density.png
The die is cut into 25 by 25 equal tiles; dark blue is low, red is high, 0 to 100% covered.
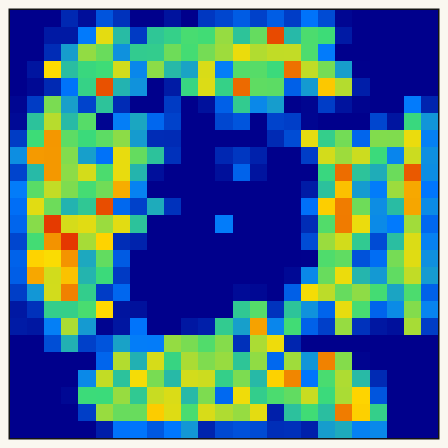
gate_families.png
Bar = 50 um.
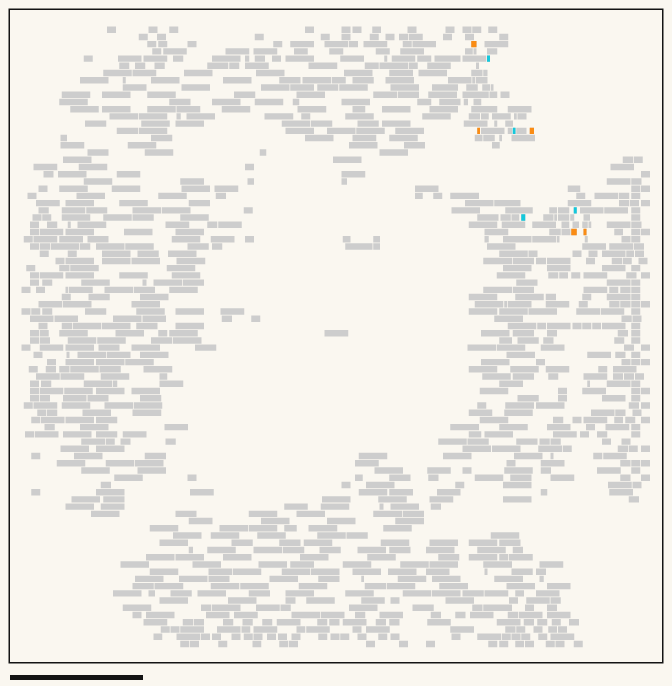
clock_map.png
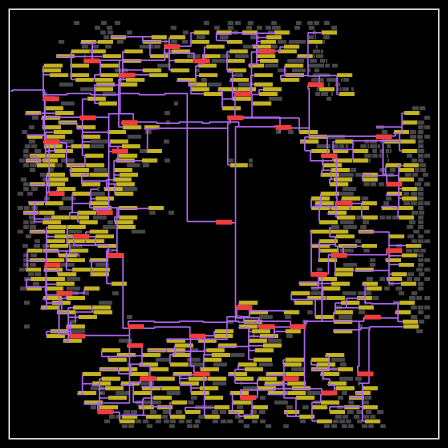
final_congestion.png
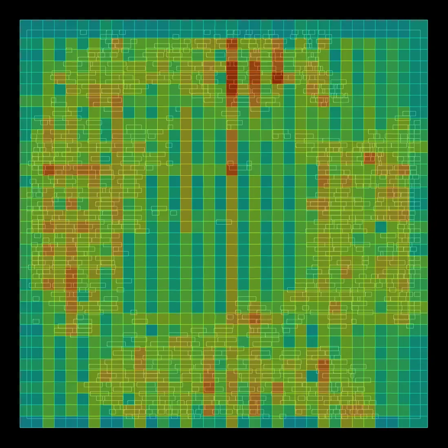
metal_stack.png
Bar = 50 um.
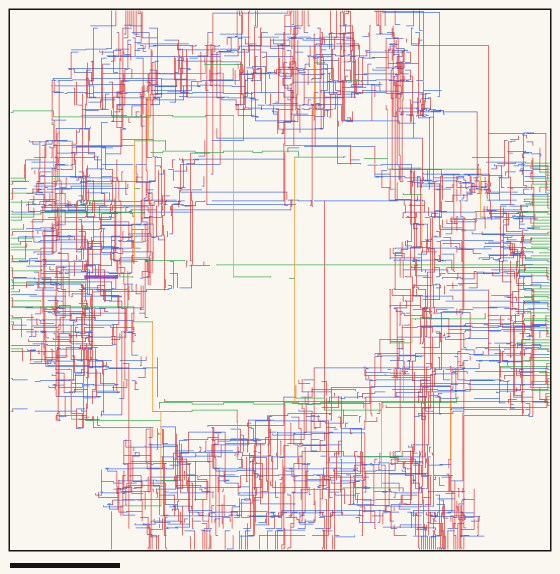
**config.mk**
```make
export PLATFORM = sky130hd
export DESIGN_NAME = mdu_issue_queue
export DESIGN_NICKNAME = d
export VERILOG_FILES = /design/src/rtl/mdu_issue_queue.sv
export SDC_FILE = /design/constraint.sdc
export NUM_CORES = 1
export LEC_CHECK = 0
export ABC_CLOCK_PERIOD_IN_PS = 4300
export CAP_MARGIN = 25
export CORE_MARGIN = 4
export CORE_UTILIZATION = 25
export DETAILED_ROUTE_END_ITERATION = 7
export HOLD_SLACK_MARGIN = 0.15
export SYNTH_ARGS = -nofsm -noshare
export SYNTH_HDL_FRONTEND = slang
export SYNTH_SLANG_ARGS = --single-unit
```
**constraint.sdc**
```tcl
create_clock -name clk -period 4.3 [get_ports clk]
set_input_delay 0.43 -clock clk [delete_from_list [all_inputs] [get_ports clk]]
set_output_delay 0.43 -clock clk [all_outputs]
set_load 0.02 [all_outputs]
```
**src/rtl/mdu_issue_queue.sv**
```systemverilog
`default_nettype none
// =============================================================================
// Module   : mdu_issue_queue
// Summary  : Request FIFO and one-at-a-time sequencer in front of MultDivUnit.
//            Accepts valid/ready requests, issues each with a one-cycle start
//            pulse, waits for the rising edge of done, and holds the result in
//            a valid/ready response register. Opcodes are never decoded.
// Options  : define MDU_TIMEOUT_EN to add the TIMEOUT parameter and the
//            rsp_timeout output (bounded wait for done).
// Revision : 1.0 - initial release
// =============================================================================
module mdu_issue_queue #(
    parameter int parallelism = 32,
    parameter int DEPTH       = 4
`ifdef MDU_TIMEOUT_EN
    ,
    parameter int TIMEOUT     = 256
`endif
) (
    input  logic                       clk,
    input  logic                       rst,
    input  logic                       req_valid,
    output logic                       req_ready,
    input  logic [2:0]                 req_opCode,
    input  logic [parallelism-1:0]     req_lOp,
    input  logic [parallelism-1:0]     req_rOp,
    output logic                       issue_valid,
    output logic [2:0]                 issue_opCode,
    output logic [parallelism-1:0]     issue_lOp,
    output logic [parallelism-1:0]     issue_rOp,
    input  logic                       unit_done,
    input  logic [parallelism-1:0]     unit_result,
    input  logic                       unit_divByZero,
    input  logic                       unit_divOverflow,
    output logic                       rsp_valid,
    input  logic                       rsp_ready,
    output logic [parallelism-1:0]     rsp_result,
    output logic                       rsp_divByZero,
    output logic                       rsp_divOverflow,
    output logic [$clog2(DEPTH+1)-1:0] count,
    output logic                       busy
`ifdef MDU_TIMEOUT_EN
    ,
    output logic                       rsp_timeout
`endif
);

    localparam int PTR_W = $clog2(DEPTH);
    localparam int CNT_W = $clog2(DEPTH + 1);
    localparam int ENT_W = 3 + 2 * parallelism;
`ifdef MDU_TIMEOUT_EN
    localparam int TMR_W = $clog2(TIMEOUT);
`endif

    typedef enum logic [1:0] {
        S_IDLE  = 2'd0,
        S_ISSUE = 2'd1,
        S_WAIT  = 2'd2,
        S_RESP  = 2'd3
    } state_t;

    state_t                 state_q;

    // FIFO storage: {opCode, lOp, rOp} per entry
    logic [ENT_W-1:0]       mem_q [DEPTH];
    logic [PTR_W-1:0]       wr_ptr_q;
    logic [PTR_W-1:0]       rd_ptr_q;
    logic [CNT_W-1:0]       count_q;
    logic [CNT_W-1:0]       count_d;
    logic [ENT_W-1:0]       head;
    logic                   push;
    logic                   pop;

    logic                   done_q;
    logic                   done_rise;

    logic                   issue_valid_q;
    logic [2:0]             issue_op_q;
    logic [parallelism-1:0] issue_l_q;
    logic [parallelism-1:0] issue_r_q;

    logic                   rsp_valid_q;
    logic [parallelism-1:0] rsp_result_q;
    logic                   rsp_dz_q;
    logic                   rsp_ov_q;
`ifdef MDU_TIMEOUT_EN
    logic                   rsp_to_q;
    logic [TMR_W-1:0]       timer_q;
`endif

    // No pass-through when full: a same-cycle pop does not open a slot.
    assign req_ready = (count_q < CNT_W'(DEPTH));
    assign push      = req_valid && req_ready;
    assign head      = mem_q[rd_ptr_q];

    // The head leaves the FIFO either from IDLE or straight out of RESP on
    // the response handshake, so the next issue follows without an idle gap.
    assign pop = (count_q != '0) &&
                 ((state_q == S_IDLE) || ((state_q == S_RESP) && rsp_ready));

    // The unit may hold done for several cycles; only its rising edge counts.
    assign done_rise = unit_done && !done_q;

    // Occupancy next-state: simultaneous push and pop leave count unchanged.
    always_comb begin
        count_d = count_q;
        case ({push, pop})
            2'b10:   count_d = count_q + 1'b1;
            2'b01:   count_d = count_q - 1'b1;
            default: count_d = count_q;
        endcase
    end

    // FIFO payload write; storage contents need no reset.
    always_ff @(posedge clk) begin
        if (push) begin
            mem_q[wr_ptr_q] <= {req_opCode, req_lOp, req_rOp};
        end
    end

    // FIFO pointers and occupancy; pointers wrap naturally (DEPTH is 2^n).
    always_ff @(posedge clk or posedge rst) begin
        if (rst) begin
            wr_ptr_q <= '0;
            rd_ptr_q <= '0;
            count_q  <= '0;
        end else begin
            if (push) wr_ptr_q <= wr_ptr_q + 1'b1;
            if (pop)  rd_ptr_q <= rd_ptr_q + 1'b1;
            count_q <= count_d;
        end
    end

    // Delayed copy of done for rising-edge detection.
    always_ff @(posedge clk or posedge rst) begin
        if (rst) begin
            done_q <= 1'b0;
        end else begin
            done_q <= unit_done;
        end
    end

    // Issue registers: loaded on every pop, held until the next pop.
    always_ff @(posedge clk or posedge rst) begin
        if (rst) begin
            issue_valid_q <= 1'b0;
            issue_op_q    <= '0;
            issue_l_q     <= '0;
            issue_r_q     <= '0;
        end else begin
            issue_valid_q <= pop;
            if (pop) begin
                issue_op_q <= head[ENT_W-1 -: 3];
                issue_l_q  <= head[2*parallelism-1 -: parallelism];
                issue_r_q  <= head[parallelism-1:0];
            end
        end
    end

    // Sequencer FSM with registered response outputs.
    always_ff @(posedge clk or posedge rst) begin
        if (rst) begin
            state_q      <= S_IDLE;
            rsp_valid_q  <= 1'b0;
            rsp_result_q <= '0;
            rsp_dz_q     <= 1'b0;
            rsp_ov_q     <= 1'b0;
`ifdef MDU_TIMEOUT_EN
            rsp_to_q     <= 1'b0;
            timer_q      <= '0;
`endif
        end else begin
            case (state_q)
                S_IDLE: begin
                    if (pop) state_q <= S_ISSUE;
                end
                // A done edge arriving during the issue cycle is honoured too.
                S_ISSUE, S_WAIT: begin
                    if (done_rise) begin
                        rsp_valid_q  <= 1'b1;
                        rsp_result_q <= unit_result;
                        rsp_dz_q     <= unit_divByZero;
                        rsp_ov_q     <= unit_divOverflow;
`ifdef MDU_TIMEOUT_EN
                        rsp_to_q     <= 1'b0;
`endif
                        state_q      <= S_RESP;
                    end
`ifdef MDU_TIMEOUT_EN
                    else if ((state_q == S_WAIT) &&
                             (timer_q == TMR_W'(TIMEOUT - 1))) begin
                        rsp_valid_q  <= 1'b1;
                        rsp_result_q <= '0;
                        rsp_dz_q     <= 1'b0;
                        rsp_ov_q     <= 1'b0;
                        rsp_to_q     <= 1'b1;
                        state_q      <= S_RESP;
                    end
`endif
                    else begin
                        state_q <= S_WAIT;
`ifdef MDU_TIMEOUT_EN
                        // Counter starts from zero on entry to WAIT.
                        timer_q <= (state_q == S_ISSUE) ? '0 : timer_q + 1'b1;
`endif
                    end
                end
                S_RESP: begin
                    if (rsp_ready) begin
                        rsp_valid_q <= 1'b0;
                        state_q     <= pop ? S_ISSUE : S_IDLE;
                    end
                end
                default: state_q <= S_IDLE;
            endcase
        end
    end

    assign issue_valid     = issue_valid_q;
    assign issue_opCode    = issue_op_q;
    assign issue_lOp       = issue_l_q;
    assign issue_rOp       = issue_r_q;
    assign rsp_valid       = rsp_valid_q;
    assign rsp_result      = rsp_result_q;
    assign rsp_divByZero   = rsp_dz_q;
    assign rsp_divOverflow = rsp_ov_q;
    assign count           = count_q;
    assign busy            = (state_q != S_IDLE) || (count_q != '0);
`ifdef MDU_TIMEOUT_EN
    assign rsp_timeout     = rsp_to_q;
`endif

endmodule
`default_nettype wire
```
==> results.tsv <==
metric	value	unit
status	finished, final reports clean	
Clk pin slew, worst setup/hold paths	60	ps
Comb/total area	16.3	%
max-capacitance violation count	0	
CORE AREA	0.0554	mm^2
Period minus WS final	2480	ps
P_leak	6.42	nW
critical path's largest stage delay	480	ps
I/O Buffers	213	
grt ovf	0	
final setup vio count	0	
fmax	404	MHz
Setup TNS	0	ps
max reg flops	268	
crit path launch	state_q[0]$_DFFE_PP0P_	
most used flip-flop cell	edfxtp_1	
Area leader share	57.1	%
Synth async-reset ratio	29.7	%
crit end category	register	
Slew headroom	42.6	%
# diodes	0	
share of cells above drive strength 1	28.5	%
Adder Share, Synth	0.852	%
cts bufs inserted	43	
Compound Share, Synth	0.320	%
CTS tree	yes	
Critical path buffers and inverters	2	
DP Worst Slack	1450	ps
flop share of the area	58.6	%
NonClk Buf Share	12.4	%
combinational gates	208	
vias	6781	
post-CTS setup repair buffer count	0	
Tool Warnings	31	
GR peak layer	met2	
sequential power	0.00533	W
highest metal used	met5	
gr usage total	9.79	%
maximum VDD drop	0.351	mV
initial drt markers	285	
Post-DP HPWL	19.2	mm
period utilization	57.6	%
Fill cells	5257	
register cell area after layout	0.0109	mm^2
WS Path Type	reg2reg	
CP Max Fanout	33	
RSZ-0062 raised after global routing	false	
wire length on met1	13.1	mm
DR DRC count	0	
worst-margin pin slew	861	ps
Setup crit start kind	register	
Mapped Cells	630	
placed cells	1572	
sequential share of power	39.1	%
Hold WS	364	ps
pin count of the biggest net entering global routing	65	
crit-path cells	inv_1 -> ha_1 -> a21o_1 -> and2_4 -> ha_1 -> inv_1 -> fa_1 -> xor2_1 -> nor2_1 -> xnor2_1	
reg2reg end	count[2]$_DFFE_PP0P_	
Worst Hold Class	in2async	
Net Switching	0.00411	W
inverters	12	
Crit path depth	10	
first-pass GRT wire length	45.5	mm
Resized cells post-CTS	0	
R2R Setup Slk	1820	ps
combinational group power	0.00473	W
routed vias/inst	4.11	
most frequent logic cell in the layout	edfxtp_1	
met2 wire len	14.0	mm
simple-gate share of the synthesized area	0.675	%
Total Power Consumption	0.0136	W
clkbuf count	54	
number of placed I/O pins	214	
power per cell area	733	mW/mm^2
slowest library cell on the worst path	and2_4	
tap cells	748	
routed wl met3	1.92	mm
WP data arrival	2930	ps
Post-synth EDFFs	268	
Signal buffers	223	
worst path required time	4750	ps
number of standard cells in the layout, taps in and fillers out	1650	
hold buffers post-CTS	0	
Cell Area, Placed	0.0172	mm^2
initial antenna violation count	1	
About density.png:
nearly empty tiles: 31%
tiles over 75% full: 5.9%
emptiest ninth of the die: center
Core Util at FP: 25.4%
final core occ: 33.5%

About gate_families.png:
[NAND gates] cyan | cells: 4 | most used: nand2_1 | where: north-east
[NOR gates] orange | cells: 5 | where: north-east

About clock_map.png:
[clock wires] purple | length: 5160 um
[flip-flops] yellow | count: 381
[cells driving clock nets] red | count: 43
routed clock nets: 44
Clock Power Share: 26.2%
worst-skew pair later-pin latency: 540 ps
Clock Skews: 15.3 ps
Clk. pwr: 0.00358 W

About final_congestion.png:
grt met1 use: 12.8%
DR WL/cell: 18.0 um

About metal_stack.png:
[met4] orange | wire length: 656 um
[met2] red | wire length: 14000 um
[met3] green | wire length: 1920 um
[met1] blue | wire length: 13100 um
[met5] purple | wire length: 13.8 um

Power and IR drop assume default switching activity.
